met4.png
The bar under the picture is 20 µm long.
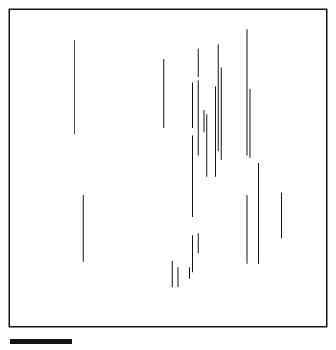
metal_stack.png
The bar under the picture is 20 µm long.
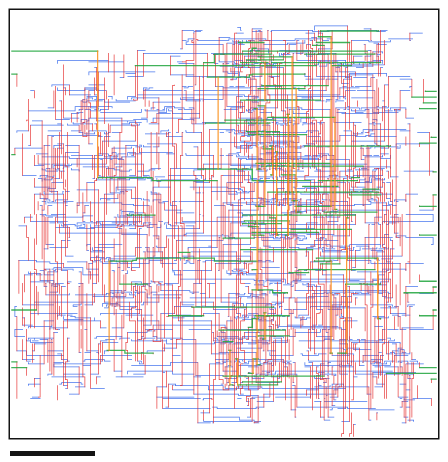
**src/rtl/serial_peri_pkg.sv**
```systemverilog
// Shared definitions for the serial peripheral link: receiver state encoding and
// default word/buffer sizes, also used by the transmitter-side peripheral.
package serial_peri_pkg;

   localparam int DEFAULT_WIDTH      = 16;
   localparam int DEFAULT_FIFO_DEPTH = 4;

   typedef enum logic [1:0] {
      ST_WAIT = 2'd0,
      ST_IDLE = 2'd1,
      ST_RECV = 2'd2
   } rx_state_e;

endpackage

```
**src/rtl/serial_sync_fifo.sv**
```systemverilog
// Synchronous word FIFO with a registered head word; simultaneous push and pop
// are both honoured, including a pop that frees room for a push while full.
module serial_sync_fifo #(
   parameter int WIDTH      = 16,
   parameter int FIFO_DEPTH = 4
) (
   input  logic                          clock,
   input  logic                          reset,
   input  logic                          push,
   input  logic [WIDTH-1:0]              push_data,
   input  logic                          pop,
   output logic                          full,
   output logic                          empty,
   output logic [$clog2(FIFO_DEPTH):0]   count,
   output logic [WIDTH-1:0]              head
);

   localparam int PTR_W = $clog2(FIFO_DEPTH);
   localparam int CNT_W = PTR_W + 1;

   logic [WIDTH-1:0] mem_r [FIFO_DEPTH];
   logic [PTR_W-1:0] wr_ptr_r;
   logic [PTR_W-1:0] rd_ptr_r;
   logic [CNT_W-1:0] count_r;
   logic [WIDTH-1:0] head_r;

   logic             pop_ok_s;
   logic             push_ok_s;
   logic [CNT_W-1:0] count_next_s;
   logic [PTR_W-1:0] rd_next_s;
   logic [WIDTH-1:0] head_next_s;

   assign full  = (count_r == CNT_W'(FIFO_DEPTH));
   assign empty = (count_r == {CNT_W{1'b0}});
   assign count = count_r;
   assign head  = head_r;

   // Accept/advance decisions and next head word.
   always_comb begin
      pop_ok_s     = pop & ~empty;
      push_ok_s    = push & (~full | pop_ok_s);
      count_next_s = count_r + CNT_W'(push_ok_s) - CNT_W'(pop_ok_s);
      rd_next_s    = pop_ok_s ? (rd_ptr_r + PTR_W'(1'b1)) : rd_ptr_r;
      head_next_s  = head_r;
      if (count_next_s == {CNT_W{1'b0}}) begin
         head_next_s = head_r;
      end else if (count_r == CNT_W'(pop_ok_s)) begin
         // Storage is (or becomes) empty, so the incoming word is the new head.
         head_next_s = push_data;
      end else begin
         head_next_s = mem_r[rd_next_s];
      end
   end

   // Word storage.
   always_ff @(posedge clock) begin
      if (push_ok_s) begin
         mem_r[wr_ptr_r] <= push_data;
      end
   end

   // Pointers, occupancy and registered head.
   always_ff @(posedge clock or negedge reset) begin
      if (!reset) begin
         wr_ptr_r <= {PTR_W{1'b0}};
         rd_ptr_r <= {PTR_W{1'b0}};
         count_r  <= {CNT_W{1'b0}};
         head_r   <= {WIDTH{1'b0}};
      end else begin
         if (push_ok_s) begin
            wr_ptr_r <= wr_ptr_r + PTR_W'(1'b1);
         end
         rd_ptr_r <= rd_next_s;
         count_r  <= count_next_s;
         head_r   <= head_next_s;
      end
   end

endmodule

```
**src/rtl/serial_peri_receiver.sv**
```systemverilog
// Responder for the bit-banged 3-wire serial link: synchronises the pins,
// deserialises MSB-first words and buffers them behind a valid/ready interface.
module serial_peri_receiver
   import serial_peri_pkg::*;
#(
   parameter int WIDTH      = DEFAULT_WIDTH,
   parameter int FIFO_DEPTH = DEFAULT_FIFO_DEPTH
) (
   input  logic             clock,
   input  logic             reset,
   input  logic             s_clock,
   input  logic             s_data,
   input  logic             s_cs,
   output logic [WIDTH-1:0] rx_data,
   output logic             rx_valid,
   input  logic             rx_ready,
   output logic             overflow,
   input  logic             clear_ovf,
   output logic             frame_err,
   output logic             busy
);

   localparam int BIT_W  = $clog2(WIDTH);
   localparam int FCNT_W = $clog2(FIFO_DEPTH) + 1;

   // [0] first sync stage, [1] synced value, [2] previous synced value
   logic [2:0]        sclk_r;
   logic [1:0]        sdat_r;
   logic [2:0]        scs_r;
   logic [1:0]        settle_r;
   rx_state_e         state_r, state_next_s;
   logic [BIT_W-1:0]  bit_cnt_r;
   logic [WIDTH-1:0]  shift_r;
   logic [WIDTH-1:0]  word_r;
   logic              push_r;
   logic              frame_err_r, busy_r, overflow_r;

   logic              sclk_rise_s, cs_rise_s, cs_fall_s;
   logic              start_s, shift_en_s, abort_s, err_s;
   logic              fifo_full_s, fifo_empty_s, drop_s;
   logic [FCNT_W-1:0] fifo_count_s;

   assign sclk_rise_s = sclk_r[1] & ~sclk_r[2];
   assign cs_rise_s   = scs_r[1] & ~scs_r[2];
   assign cs_fall_s   = ~scs_r[1] & scs_r[2];

   // Pin synchronisers and edge-detect history.
   always_ff @(posedge clock or negedge reset) begin
      if (!reset) begin
         sclk_r <= 3'b000;
         sdat_r <= 2'b00;
         scs_r  <= 3'b111;
      end else begin
         sclk_r <= {sclk_r[1:0], s_clock};
         sdat_r <= {sdat_r[0], s_data};
         scs_r  <= {scs_r[1:0], s_cs};
      end
   end

   // FSM state register.
   always_ff @(posedge clock or negedge reset) begin
      if (!reset) begin
         state_r <= ST_WAIT;
      end else begin
         state_r <= state_next_s;
      end
   end

   // Next state and datapath strobes; WAIT only trusts s_cs once the
   // synchroniser holds real pin samples rather than reset values.
   always_comb begin
      state_next_s = state_r;
      start_s      = 1'b0;
      shift_en_s   = 1'b0;
      abort_s      = 1'b0;
      err_s        = 1'b0;
      case (state_r)
         ST_WAIT: begin
            if ((settle_r == 2'd3) && scs_r[1]) begin
               state_next_s = ST_IDLE;
            end else begin
               state_next_s = ST_WAIT;
            end
         end
         ST_IDLE: begin
            if (cs_fall_s) begin
               state_next_s = ST_RECV;
               start_s      = 1'b1;
            end else begin
               state_next_s = ST_IDLE;
            end
         end
         ST_RECV: begin
            if (cs_rise_s) begin
               state_next_s = ST_IDLE;
               abort_s      = 1'b1;
               err_s        = (bit_cnt_r != {BIT_W{1'b0}});
            end else if (sclk_rise_s) begin
               state_next_s = ST_RECV;
               shift_en_s   = 1'b1;
            end else begin
               state_next_s = ST_RECV;
            end
         end
         default: begin
            state_next_s = ST_WAIT;
         end
      endcase
   end

   // Shifter, bit counter and completed-word hand-off to the FIFO.
   always_ff @(posedge clock or negedge reset) begin
      if (!reset) begin
         bit_cnt_r <= {BIT_W{1'b0}};
         shift_r   <= {WIDTH{1'b0}};
         word_r    <= {WIDTH{1'b0}};
         push_r    <= 1'b0;
      end else begin
         push_r <= 1'b0;
         if (start_s || abort_s) begin
            bit_cnt_r <= {BIT_W{1'b0}};
            shift_r   <= {WIDTH{1'b0}};
         end else if (shift_en_s) begin
            shift_r <= {shift_r[WIDTH-2:0], sdat_r[1]};
            if (bit_cnt_r == BIT_W'(WIDTH - 1)) begin
               bit_cnt_r <= {BIT_W{1'b0}};
               word_r    <= {shift_r[WIDTH-2:0], sdat_r[1]};
               push_r    <= 1'b1;
            end else begin
               bit_cnt_r <= bit_cnt_r + BIT_W'(1'b1);
            end
         end
      end
   end

   // Status outputs and the post-reset settle counter.
   always_ff @(posedge clock or negedge reset) begin
      if (!reset) begin
         settle_r    <= 2'd0;
         frame_err_r <= 1'b0;
         busy_r      <= 1'b0;
         overflow_r  <= 1'b0;
      end else begin
         if ((state_r == ST_WAIT) && (settle_r != 2'd3)) begin
            settle_r <= settle_r + 2'd1;
         end
         frame_err_r <= err_s;
         busy_r      <= (state_next_s == ST_RECV);
         if (drop_s) begin
            overflow_r <= 1'b1;
         end else if (clear_ovf) begin
            overflow_r <= 1'b0;
         end
      end
   end

   assign drop_s    = push_r & fifo_full_s &
                      ~(rx_ready & (fifo_count_s != {FCNT_W{1'b0}}));
   assign rx_valid  = ~fifo_empty_s;
   assign overflow  = overflow_r;
   assign frame_err = frame_err_r;
   assign busy      = busy_r;

   serial_sync_fifo #(
      .WIDTH      (WIDTH),
      .FIFO_DEPTH (FIFO_DEPTH)
   ) u_fifo (
      .clock     (clock),
      .reset     (reset),
      .push      (push_r),
      .push_data (word_r),
      .pop       (rx_ready),
      .full      (fifo_full_s),
      .empty     (fifo_empty_s),
      .count     (fifo_count_s),
      .head      (rx_data)
   );

endmodule
```
**config.mk**
```make
export PLATFORM = sky130hd
export DESIGN_NAME = serial_peri_receiver
export DESIGN_NICKNAME = d
export VERILOG_FILES = /design/src/rtl/serial_peri_pkg.sv /design/src/rtl/serial_sync_fifo.sv /design/src/rtl/serial_peri_receiver.sv
export SDC_FILE = /design/constraint.sdc
export NUM_CORES = 1
export LEC_CHECK = 0
export ABC_AREA = 1
export CORE_UTILIZATION = 62
export DETAILED_ROUTE_END_ITERATION = 10
export MAX_ROUTING_LAYER = met4
export PLACE_DENSITY = 0.81
export SLEW_MARGIN = 20
export SYNTH_ARGS = -nofsm -noshare
export SYNTH_HDL_FRONTEND = slang
export SYNTH_HIERARCHICAL = 1
export SYNTH_SLANG_ARGS = --single-unit
```
**constraint.sdc**
```tcl
create_clock -name clock -period 5.86 [get_ports clock]
set_clock_uncertainty 0.2 [all_clocks]
set_input_delay 1.172 -clock clock [delete_from_list [all_inputs] [get_ports clock]]
set_output_delay 1.172 -clock clock [all_outputs]
set_load 0.01 [all_outputs]
```
==> GITHUB_STEP_SUMMARY <==
## Implementation flow summary

| Metric | Value |
|---|---|
| Routed wl met2 | `6504 µm` |
| Power consumed by combinational cells | `83.8 µW` |
| Routed wire length on met3 | `987 µm` |
| WL final | `12890 µm` |
| Switching share of total power | `0.2222` |
| Final-report setup violation count | `0` |
| Met1 usage in global routing | `0.3365` |
| Top metal layer carrying routed signals | `met4` |
| Core region area | `9371 µm²` |
| CTS Sinks | `138` |
| Post-DP HPWL | `7403 µm` |
| Asr flop ratio synth | `0.5362` |
| Top FF cell, synth | `sky130_fd_sc_hd__dfrtp_1` |
| Power in the clock group | `986 µW` |
| Maximum buffer depth of the clock tree | `2` |
| Post-CTS Setup Repair Bufs | `0` |
| Multi-input gate share of total cell area | `0.2534` |
| Clock input transition at the sequential cells of the worst setup and hold paths | `0.06 ns` |
| Unrepaired setup endpoints after global routing | `no` |
| Switching power | `469.8 µW` |
| Summed instance area of the synthesized netlist | `6100 µm²` |
| Fraction of final layout cells sized beyond drive strength 1 | `0.09431` |
| Non-clock buffer total of the final layout | `27` |
| Routability cong. | `0.8082` |
| Cell-by-cell listing of the critical path | `clkdlybuf4s50_1 > nand2_4 > nand2_1 > nand2_1 > xor2_1 > ha_1 > inv_1 > fa_1 > xnor2_1 > nand2_2 > inv_2 > nand2_1 > nand2_1` |
| Register area | `3777 µm²` |
| PwrDens | `304.4 nW/µm²` |
| Number of antenna-violating nets in the routed design | `0` |
| Fill cell instance count of the final layout | `654` |
| Routed via count | `4438` |
| Non-clock buffering overhead | `0.03818` |
| Max power group | `registers` |
| Iteration-0 DRC Markers | `404` |
| Maximum number of pins on one net before global-route repair | `75` |
| Post_cts resized | `0` |
| Register share of total power | `0.494` |
| Post-CTS Hold Buffers | `0` |
| Y dimension of the die | `101.2 µm` |
| Grt ovf | `0` |
| Cell internal power dissipation | `1.645 mW` |
| Share of total power in combinational logic | `0.040` |
| Input/output buffers | `26` |
| Clkbuf count | `23` |
| Critical-path top delay cell | `sky130_fd_sc_hd__clkdlybuf4s50_1` |
| Number of search-and-repair iterations in the first detailed-routing pass | `5` |
| Wire length of the first global-routing pass | `21180 µm` |
| Overall routing resource usage | `0.2898` |
| Max stage delay on crit path | `0.53 ns` |
| Register area share after synthesis | `0.6193` |
| Worst-case headroom to the max-slew limit | `0.2984` |
| Final hold violation count | `0` |
| Final Max-Slew Violation Tally | `0` |
| Tap cell count | `129` |
| Met3 routing resource usage after global routing | `0.07591` |
| Tightest Pin Transition | `1.051 ns` |
| Total buffers and inverters traversed by the critical path | `3` |
| Crit Path Class | `primary input to register` |
| H-tree levels | `4` |
| Non-clock inverter count | `112` |
| Number of global-route vias before repair | `4390` |
| ClkCell Share | `0.08051` |
| Number of I/O pins | `27` |
| Static leakage power | `3.472 nW` |
| Count of instantiated cells in the yosys netlist | `632` |
| Unique cell type count in the Yosys netlist | `29` |
| CP Data Arrival Time | `4.17 ns` |
| Vias per cell | `5.568` |
| Synthesis-to-finish area growth | `13.89%` |
| Post-synth top area cell | `sky130_fd_sc_hd__edfxtp_1` |
| Depth of the critical timing path with buffers and inverters included | `13` |
| Final min period | `3.918 ns` |
| Power consumed by sequential cells | `1.04 mW` |
| Post-route core utilization | `0.7413` |
| Synthesis area per yosys | `6100 µm²` |
| Highest net fanout along the worst path | `17` |
| Root cell of the clock tree | `sky130_fd_sc_hd__clkbuf_8` |
| Cell repeated most along the worst path | `sky130_fd_sc_hd__nand2_1` |
| Mean post-synth cell area | `9.651 µm²` |
| Global route hottest layer | `met2` |
| Number of design rule violations left after detail routing | `0` |
| Met2 usage in global routing | `0.4689` |
| Worst r2r path cells | `14` |
| Launching element type of the critical path | `primary input` |
| CTS tree | `built` |
| Run status | `complete, no violations` |
| Count of mapped cells out of synthesis | `632` |
| Count of standard-cell rows | `35` |
| Number of antenna violations at the first check in global routing | `0` |
| Syn. warnings | `6` |
| NumNets Final | `671` |
| Antenna diode count | `0` |
| Seq cells post-synth | `138` |
| MI comb cells | `359` |
| Clock network power share | `0.466` |
| CP endpoint kind | `register` |
| Fmax achieved | `255.2 MHz` |
| Final routed wire length divided by cell count | `16.17 µm` |
| Starting density of the core | `0.6509` |
| Area used by multi-input combinational logic | `1760 µm²` |
| Stage-log warning count | `30` |
| Number of flops mapped to enable cells by yosys | `64` |
| Top cells by area in the synthesized netlist | `sky130_fd_sc_hd__edfxtp_1 32%, sky130_fd_sc_hd__dfrtp_1 29%, sky130_fd_sc_hd__nand2_1 10%` |
| Die width | `101.2 µm` |
| Flop Count | `138` |
| Largest type area fraction | `0.3151` |
| Maximum ir drop on the vdd rail | `0.2037 mV` |
| Cell type group with the largest total delay on the critical path | `simple AND/OR/NAND/NOR gates` |
| Register share of the cell area | `0.5438` |
About met4.png:
nets with wire on the layer: 20
share of all routed wire: 3.3%
main direction: vertical
longest straight run: 40.1 µm

About metal_stack.png:
[met1] blue | wire length: 4970 µm
[met2] red | wire length: 6500 µm
[met4] orange | wire length: 429 µm
[met3] green | wire length: 987 µm

## flip-flops by register name, indices dropped and copies added (netlist names)
name	cells
settle_r	2
scs_r	3
u_fifo/mem_r	64
bit_cnt_r	4
u_fifo/wr_ptr_r	2
sdat_r	2
overflow	1
u_fifo/count	3
state_r	2
busy	1
word_r	16
frame_err	1
u_fifo/rd_ptr_r	2
shift_r	15
sclk_r	3
push_r	1
u_fifo/head	16
## synth_stat cells, types with 5 or more instances
| master | count |
|---|---|
| sky130_fd_sc_hd__nand2_4 | 5 |
| sky130_fd_sc_hd__buf_4 | 9 |
| sky130_fd_sc_hd__ha_1 | 8 |
| sky130_fd_sc_hd__nor2_1 | 16 |
| sky130_fd_sc_hd__nand2_2 | 5 |
| sky130_fd_sc_hd__buf_2 | 8 |
| sky130_fd_sc_hd__o21ai_1 | 12 |
| sky130_fd_sc_hd__inv_1 | 105 |
| sky130_fd_sc_hd__nand3_1 | 123 |
| sky130_fd_sc_hd__inv_2 | 6 |
| sky130_fd_sc_hd__dfrtp_1 | 71 |
| sky130_fd_sc_hd__o21ai_0 | 9 |
| sky130_fd_sc_hd__nand2_1 | 164 |
| sky130_fd_sc_hd__edfxtp_1 | 64 |
## worst paths after layout
path | startpoint | endpoint | slack [ns]
min in group asynchronous | reset | overflow$_DFFE_PN0P_ | 0.59
hold / removal | sdat_r[0]$_DFF_PN0_ | sdat_r[1]$_DFF_PN0_ | 0.15
max in group asynchronous | reset | bit_cnt_r[2]$_DFFE_PN0P_ | 4.28
hold reg to reg | sdat_r[0]$_DFF_PN0_ | sdat_r[1]$_DFF_PN0_ | 0.15
setup reg to reg | u_fifo/count[1]$_DFF_PN0_ | u_fifo/head[4]$_DFFE_PN0P_ | 2.47
setup / recovery | rx_ready | u_fifo/head[4]$_DFFE_PN0P_ | 1.94
## cell families (layout without fill, tap and decap cells)
family                   count (synthesis)  after routing  synth area share
AND/OR/NAND/NOR                        322            322            0.2406
flip-flops                             138            138            0.6193
buffers and inverters                  135            171           0.09436
AND-OR/OR-AND                           23             23           0.01887
adder cells (fa/ha/maj)                  9              9           0.01969
XOR/XNOR                                 5              5          0.007181
## layout by cell type, fill, tap and decap left out, drive strengths merged, types with 2 or more instances in the layout
| cell | Yosys | routed |
|---|---|---|
| a21oi | 2 | 2 |
| xor2 | 3 | 3 |
| clkdlybuf4s50 | 0 | 25 |
| clkinvlp | 0 | 2 |
| xnor2 | 2 | 2 |
| edfxtp | 64 | 64 |
| nor2 | 21 | 21 |
| nand3 | 124 | 124 |
| ha | 8 | 8 |
| buf | 20 | 2 |
| dfstp | 3 | 3 |
| inv | 112 | 114 |
| nand2 | 174 | 174 |
| clkbuf | 3 | 23 |
| o21ai | 21 | 21 |
| clkinv | 0 | 5 |
| dfrtp | 71 | 71 |
## through the flow
stage	setup WS (ns)	area, µm²	hold slack, ns	std cells	power [mW]
final	1.942	6947	0.1491	797	2.115
after global routing	1.812	6947	0.1599	797	2.184
after CTS	1.977	6947	0.1502	797	2.126
after detailed placement	1.588	6387	0.1364	765	1.149
after global placement	1.747	6387	0.1323	765	1.141
after floorplan	2.610	6100	0.1312	632	1.116
No activity file was given, so power comes from the tool's default toggle rates.
